Fig. 1: clock routing
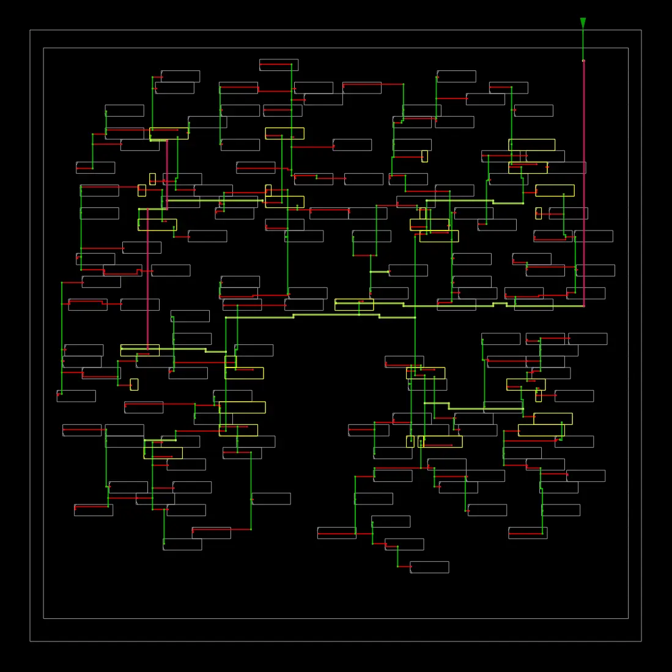
Fig. 2: wiring by layer
Bar = 50 µm. Only two layers are drawn.
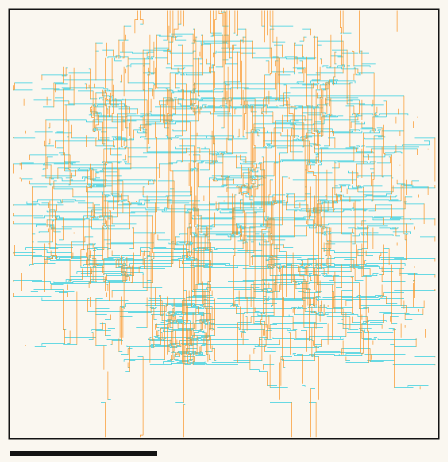
===== src/rtl/dtm_jtag.sv =====
// rtl/dtm_jtag.sv - JTAG debug transport module with clk-sampled TAP and DMI request/finish handshake
module dtm_jtag #(
  parameter logic [31:0] IDCODE = 32'h1BEEF001
) (
  input  logic         clk,
  input  logic         rst_n,
  input  logic         tck,
  input  logic         tms,
  input  logic         tdi,
  output logic         tdo,
  output logic         dmi_start,
  input  logic         dmi_finish,
  output logic [1:0]   dmi_op,
  output logic [33:2]  dmi_data_o,
  input  logic [33:2]  dmi_data_i,
  output logic [40:34] dmi_address
);

  typedef enum logic [3:0] {
    TLR, RTI,
    SEL_DR, CAP_DR, SH_DR, EX1_DR, PAU_DR, EX2_DR, UPD_DR,
    SEL_IR, CAP_IR, SH_IR, EX1_IR, PAU_IR, EX2_IR, UPD_IR
  } tap_e;

  localparam logic [4:0] IR_IDCODE = 5'h01;
  localparam logic [4:0] IR_DTMCS  = 5'h10;
  localparam logic [4:0] IR_DMI    = 5'h11;
  localparam logic [1:0] OP_READ   = 2'd1;
  localparam logic [1:0] OP_WRITE  = 2'd2;

  tap_e        state_q, state_d, tap_next;
  logic        tck_s1_q, tck_s1_d, tck_s2_q, tck_s2_d, tck_prev_q, tck_prev_d;
  logic        tms_s1_q, tms_s1_d, tms_s2_q, tms_s2_d;
  logic        tdi_s1_q, tdi_s1_d, tdi_s2_q, tdi_s2_d;
  logic        rise_q, rise_d, fall_q, fall_d;
  logic [4:0]  ir_q, ir_d;
  logic [40:0] sr_q, sr_d;
  logic        tdo_q, tdo_d;
  logic        busy_q, busy_d;
  logic [1:0]  sticky_q, sticky_d;
  logic [31:0] result_q, result_d;
  logic        dmi_start_q, dmi_start_d;
  logic [1:0]  dmi_op_q, dmi_op_d;
  logic [31:0] dmi_data_q, dmi_data_d;
  logic [6:0]  dmi_addr_q, dmi_addr_d;
  logic [5:0]  dr_msb;
  logic [1:0]  dmi_status;

  // TAP next state from the synced tms, used when a rise has been seen
  always_comb begin
    tap_next = state_q;
    case (state_q)
      TLR:     tap_next = tms_s2_q ? TLR    : RTI;
      RTI:     tap_next = tms_s2_q ? SEL_DR : RTI;
      SEL_DR:  tap_next = tms_s2_q ? SEL_IR : CAP_DR;
      CAP_DR:  tap_next = tms_s2_q ? EX1_DR : SH_DR;
      SH_DR:   tap_next = tms_s2_q ? EX1_DR : SH_DR;
      EX1_DR:  tap_next = tms_s2_q ? UPD_DR : PAU_DR;
      PAU_DR:  tap_next = tms_s2_q ? EX2_DR : PAU_DR;
      EX2_DR:  tap_next = tms_s2_q ? UPD_DR : SH_DR;
      UPD_DR:  tap_next = tms_s2_q ? SEL_DR : RTI;
      SEL_IR:  tap_next = tms_s2_q ? TLR    : CAP_IR;
      CAP_IR:  tap_next = tms_s2_q ? EX1_IR : SH_IR;
      SH_IR:   tap_next = tms_s2_q ? EX1_IR : SH_IR;
      EX1_IR:  tap_next = tms_s2_q ? UPD_IR : PAU_IR;
      PAU_IR:  tap_next = tms_s2_q ? EX2_IR : PAU_IR;
      EX2_IR:  tap_next = tms_s2_q ? UPD_IR : SH_IR;
      UPD_IR:  tap_next = tms_s2_q ? SEL_DR : RTI;
      default: tap_next = TLR;
    endcase
  end

  // Synchronizers, edge detect, shift/capture/update and the DMI handshake
  always_comb begin
    tck_s1_d    = tck;
    tck_s2_d    = tck_s1_q;
    tck_prev_d  = tck_s2_q;
    tms_s1_d    = tms;
    tms_s2_d    = tms_s1_q;
    tdi_s1_d    = tdi;
    tdi_s2_d    = tdi_s1_q;
    rise_d      = tck_s2_q & ~tck_prev_q;
    fall_d      = ~tck_s2_q & tck_prev_q;
    state_d     = state_q;
    ir_d        = ir_q;
    sr_d        = sr_q;
    tdo_d       = tdo_q;
    busy_d      = busy_q;
    sticky_d    = sticky_q;
    result_d    = result_q;
    dmi_start_d = 1'b0;
    dmi_op_d    = dmi_op_q;
    dmi_data_d  = dmi_data_q;
    dmi_addr_d  = dmi_addr_q;
    dmi_status  = busy_q ? 2'd3 : sticky_q;

    case (ir_q)
      IR_IDCODE, IR_DTMCS: dr_msb = 6'd31;
      IR_DMI:              dr_msb = 6'd40;
      default:             dr_msb = 6'd0;
    endcase

    // Completion from the debug module; an aborted or unexpected finish is dropped
    if (dmi_finish && busy_q) begin
      busy_d = 1'b0;
      if (dmi_op_q == OP_READ) result_d = dmi_data_i;
    end

    if (rise_q) begin
      state_d = tap_next;
      case (state_q)
        CAP_IR: sr_d = 41'd1;
        SH_IR: begin
          sr_d    = sr_q >> 1;
          sr_d[4] = tdi_s2_q;
        end
        CAP_DR: begin
          case (ir_q)
            IR_IDCODE: sr_d = {9'd0, IDCODE};
            IR_DTMCS:  sr_d = {9'd0, 20'h00001, sticky_q, 10'h071};
            IR_DMI:    sr_d = {dmi_addr_q, result_q, dmi_status};
            default:   sr_d = 41'd0;
          endcase
        end
        SH_DR: begin
          sr_d         = sr_q >> 1;
          sr_d[dr_msb] = tdi_s2_q;
        end
        default: ;
      endcase

      if (tap_next == UPD_IR) ir_d = sr_q[4:0];

      if (tap_next == UPD_DR) begin
        if (ir_q == IR_DTMCS) begin
          if (sr_q[16] || sr_q[17]) sticky_d = 2'd0;
          if (sr_q[17]) busy_d = 1'b0;
        end else if (ir_q == IR_DMI) begin
          if (sr_q[1:0] == 2'd3) begin
            sticky_d = 2'd2;
          end else if (sr_q[1:0] == OP_READ || sr_q[1:0] == OP_WRITE) begin
            if (busy_q) begin
              sticky_d = 2'd3;
            end else begin
              dmi_addr_d  = sr_q[40:34];
              dmi_data_d  = sr_q[33:2];
              dmi_op_d    = sr_q[1:0];
              dmi_start_d = 1'b1;
              busy_d      = 1'b1;
            end
          end
        end
      end
    end

    if (fall_q) tdo_d = (state_q == SH_DR || state_q == SH_IR) ? sr_q[0] : 1'b0;

    if (state_q == TLR) ir_d = IR_IDCODE;
  end

  // All state, cleared asynchronously by reset
  always_ff @(posedge clk or negedge rst_n) begin
    if (!rst_n) begin
      tck_s1_q    <= 1'b0;
      tck_s2_q    <= 1'b0;
      tck_prev_q  <= 1'b0;
      tms_s1_q    <= 1'b0;
      tms_s2_q    <= 1'b0;
      tdi_s1_q    <= 1'b0;
      tdi_s2_q    <= 1'b0;
      rise_q      <= 1'b0;
      fall_q      <= 1'b0;
      state_q     <= TLR;
      ir_q        <= IR_IDCODE;
      sr_q        <= 41'd0;
      tdo_q       <= 1'b0;
      busy_q      <= 1'b0;
      sticky_q    <= 2'd0;
      result_q    <= 32'd0;
      dmi_start_q <= 1'b0;
      dmi_op_q    <= 2'd0;
      dmi_data_q  <= 32'd0;
      dmi_addr_q  <= 7'd0;
    end else begin
      tck_s1_q    <= tck_s1_d;
      tck_s2_q    <= tck_s2_d;
      tck_prev_q  <= tck_prev_d;
      tms_s1_q    <= tms_s1_d;
      tms_s2_q    <= tms_s2_d;
      tdi_s1_q    <= tdi_s1_d;
      tdi_s2_q    <= tdi_s2_d;
      rise_q      <= rise_d;
      fall_q      <= fall_d;
      state_q     <= state_d;
      ir_q        <= ir_d;
      sr_q        <= sr_d;
      tdo_q       <= tdo_d;
      busy_q      <= busy_d;
      sticky_q    <= sticky_d;
      result_q    <= result_d;
      dmi_start_q <= dmi_start_d;
      dmi_op_q    <= dmi_op_d;
      dmi_data_q  <= dmi_data_d;
      dmi_addr_q  <= dmi_addr_d;
    end
  end

  assign tdo         = tdo_q;
  assign dmi_start   = dmi_start_q;
  assign dmi_op      = dmi_op_q;
  assign dmi_data_o  = dmi_data_q;
  assign dmi_address = dmi_addr_q;

endmodule


===== config.mk =====
export PLATFORM = sky130hd
export DESIGN_NAME = dtm_jtag
export DESIGN_NICKNAME = d
export VERILOG_FILES = /design/src/rtl/dtm_jtag.sv
export SDC_FILE = /design/constraint.sdc
export NUM_CORES = 1
export LEC_CHECK = 0
export CORE_MARGIN = 3
export CORE_UTILIZATION = 30
export CTS_BUF_LIST = sky130_fd_sc_hd__clkbuf_16
export DETAILED_ROUTE_END_ITERATION = 10
export PLACE_DENSITY = 0.47
export SLEW_MARGIN = 20
export SYNTH_ARGS = -nofsm -noshare
export SYNTH_HDL_FRONTEND = slang
export SYNTH_SLANG_ARGS = --single-unit

===== constraint.sdc =====
create_clock -name clk -period 2.3 [get_ports clk]
set_clock_uncertainty 0.05 [all_clocks]
set_input_delay 0.23 -clock clk [delete_from_list [all_inputs] [get_ports clk]]
set_output_delay 0.23 -clock clk [all_outputs]
set_load 0.05 [all_outputs]

==> run summary <==
yosys + openroad results -> status=complete, no violations, Distinct cells, synth=48, Synth area leader=dfrtp_1, clock tree buffer depth=2, Pwr Total=6.49 mW, DR pass1 iterations=5, met2 WL=6540 µm, Sequential Power Share=0.437, DRC Markers=0, Worst Hold End=tdi_s1_q, setup total negative slack=0 ns, most numerous cell in the Yosys netlist=nand2_1, Largest delay share family, worst path=AND-OR/OR-AND gates, internal reg-to-reg setup slack=0.23 ns, # hold bufs at CTS=1, Cell Area, Synth=0.00586 mm², Clk pwr share=0.408, Ys Warns=0, Largest type area fraction=0.581, biggest area cells=dfrtp_1, nand2_1, mux2_2, max cap viols=0, Crit path arrival time=2.35 ns, RePlAce Congestion=0.752, reg-to-reg critical path startpoint=state_q[1], asr flop ratio synth=1.00, final hold viol count=0, layout cells sized above 1=0.134, Synth Seq Share=0.586, Port Buffers=80, postcts setup bufs=0, fillers=1,876, Setup CP Type=flop to flop, EDFF count, synth=0, hold_sp=tdi, CP max stage delay=0.66 ns, Worst VDD drop=0.000483 V, synth cell count leaders=nand2_1, dfrtp_1, a22oi_1, o21ai_0, mux2_2, clk sinks=137, Top Layer Used=met4, r2r endpoint=sr_q[26], Internal=4.67 mW, Core Area=0.0190 mm², number of global-route vias before repair=4,556, hold path depth=1, Clock Tree Root=clkbuf_16, Final Setup Violations=0, slowest cell on the critical path=o21ai_4, Init Core Util=0.309, pin count of the biggest net entering global routing=52, initial antenna violation count=0, final net count=692, Detail Placement HPWL=9980 µm, Psw=1.82 mW, CP Capture Type=flop, critical path required time=2.58 ns, fin. max-slew vios=0, ys flop type=dfrtp_1, #FFs+latches synth=137, RSZ-0062 raised after global routing=false, yosys stat cell total=568, Period Utilization, post-route=0.900, die area=0.0212 mm², crit path launch type=flop, min cycle time layout=2.07 ns, Area Overhead vs Synth=29.6%, Die W=146 µm, number of diodes=0, clock slew at reported path FFs=0.06 ns, combinational power share=0.155, grt ovf=0, Cell Chain, Critical Path=nor4b_4 > o21ai_4 > buf_4 > nand2_1 > o21ai_0, maximum fanout along the worst path=27, PD cells=855 mW/mm²
Notes on Fig. 1 above:
CLK BUF: 17
flip-flops: 137
TritonCTS buffer count: 17
Clk Latency, worst-skew pair: 0.42 ns

Notes on Fig. 2 above:
- orange: metal 2 (wire length 6,540 µm)
- cyan: metal 1 (wire length 7,280 µm)

-- cells in the final DEF (no fill, tap or decap), types with 3 or more instances in the layout --
cell type        Yosys  layout
o21ai_1              5       4
dfrtp_1            136     136
nor2b_1              4       4
mux2i_1              4       4
nor3_2               3       3
nand2b_1            13      13
nor2_1              10      10
nand2_1            168     168
bufinv_16            0       3
mux2_2              33      33
a21oi_1             13      13
nand3_1              4       3
clkinv_1             0       6
clkdlybuf4s50_1      0      79
a32oi_1              3       3
a22oi_1             39      39
and3_1               4       4
clkinv_2             0       3
inv_1                8       9
o21ai_0             39      39
a31oi_1              5       5
buf_4                4      20
clkbuf_16            0      17
a21o_1               6       6
-- layout make-up --
class | count | area [µm²] | area share
Multi-Input combinational cell | 386 | 2230 | 0.295
Clock buffer | 17 | 425 | 0.0561
Timing Repair Buffer | 103 | 1000 | 0.132
Sequential cell | 137 | 3430 | 0.452
Clock inverter | 14 | 139 | 0.0183
Inverter | 8 | 30.0 | 0.00396
Tap cell | 260 | 325 | 0.0429
-- sequential cells by signal, summed over array words and instances (netlist names), 2 cells and up --
name and count:
dmi_address 7, dmi_data_o 32, dmi_op 2, ir_q 5
result_q 32, sr_q 41, state_q 4, sticky_q 2
-- layer usage --
metal	up-vias	global-route usage
met5	-	0
met4	0	0.0532
met3	9	0.0386
met2	112	0.214
met1	2156	0.204
li1	2119	-
-- how the worst max path moves through the flow --
stage	startpoint	to	slack, ns	cells past startpoint
2_1_floorplan	dmi_op[1]	result_q[10]	0.54	3
3_3_place_gp	state_q[1]	sr_q[36]	0.29	5
3_5_place_dp	state_q[1]	sr_q[26]	0.23	5
4_1_cts	state_q[1]	sr_q[26]	0.23	5
5_1_grt	state_q[1]	sr_q[26]	0.04	5
6_report	state_q[1]	sr_q[26]	0.23	5
-- cells by family after synthesis --
family / share of synthesized area
mux: 0.0703
fa+ha+maj: 0.00214
xor+xnor: 0.00150
compound gates: 0.134
buf+inv: 0.0355
flops: 0.586
simple gates: 0.171
-- metrics by stage --
stage / cells / utilization / setup slack, ns / instance area, µm² / hold WS (ns)
finish: 925 / 0.400 / 0.230 / 7590 / 0.199
global route: 925 / 0.400 / 0.0392 / 7590 / 0.180
floorplan: 568 / - / 0.540 / 5860 / -0.116
global placement: 893 / 0.370 / 0.293 / 7010 / 0.141
detailed placement: 893 / 0.370 / 0.230 / 7010 / 0.152
CTS: 925 / 0.400 / 0.226 / 7590 / 0.178
-- power by group through the flow --
| stage | Clock [mW] | Combinational [mW] | Sequential [mW] |
|---|---|---|---|
| floorplan | 0 | 0.743 | 2.76 |
| finish | 2.65 | 1.00 | 2.84 |
| global route | 2.81 | 1.13 | 2.87 |
| CTS | 2.71 | 1.02 | 2.83 |
| detailed placement | 0 | 1.01 | 2.87 |
| global placement | 0 | 0.998 | 2.86 |
Power is estimated from default activity; no workload was simulated.
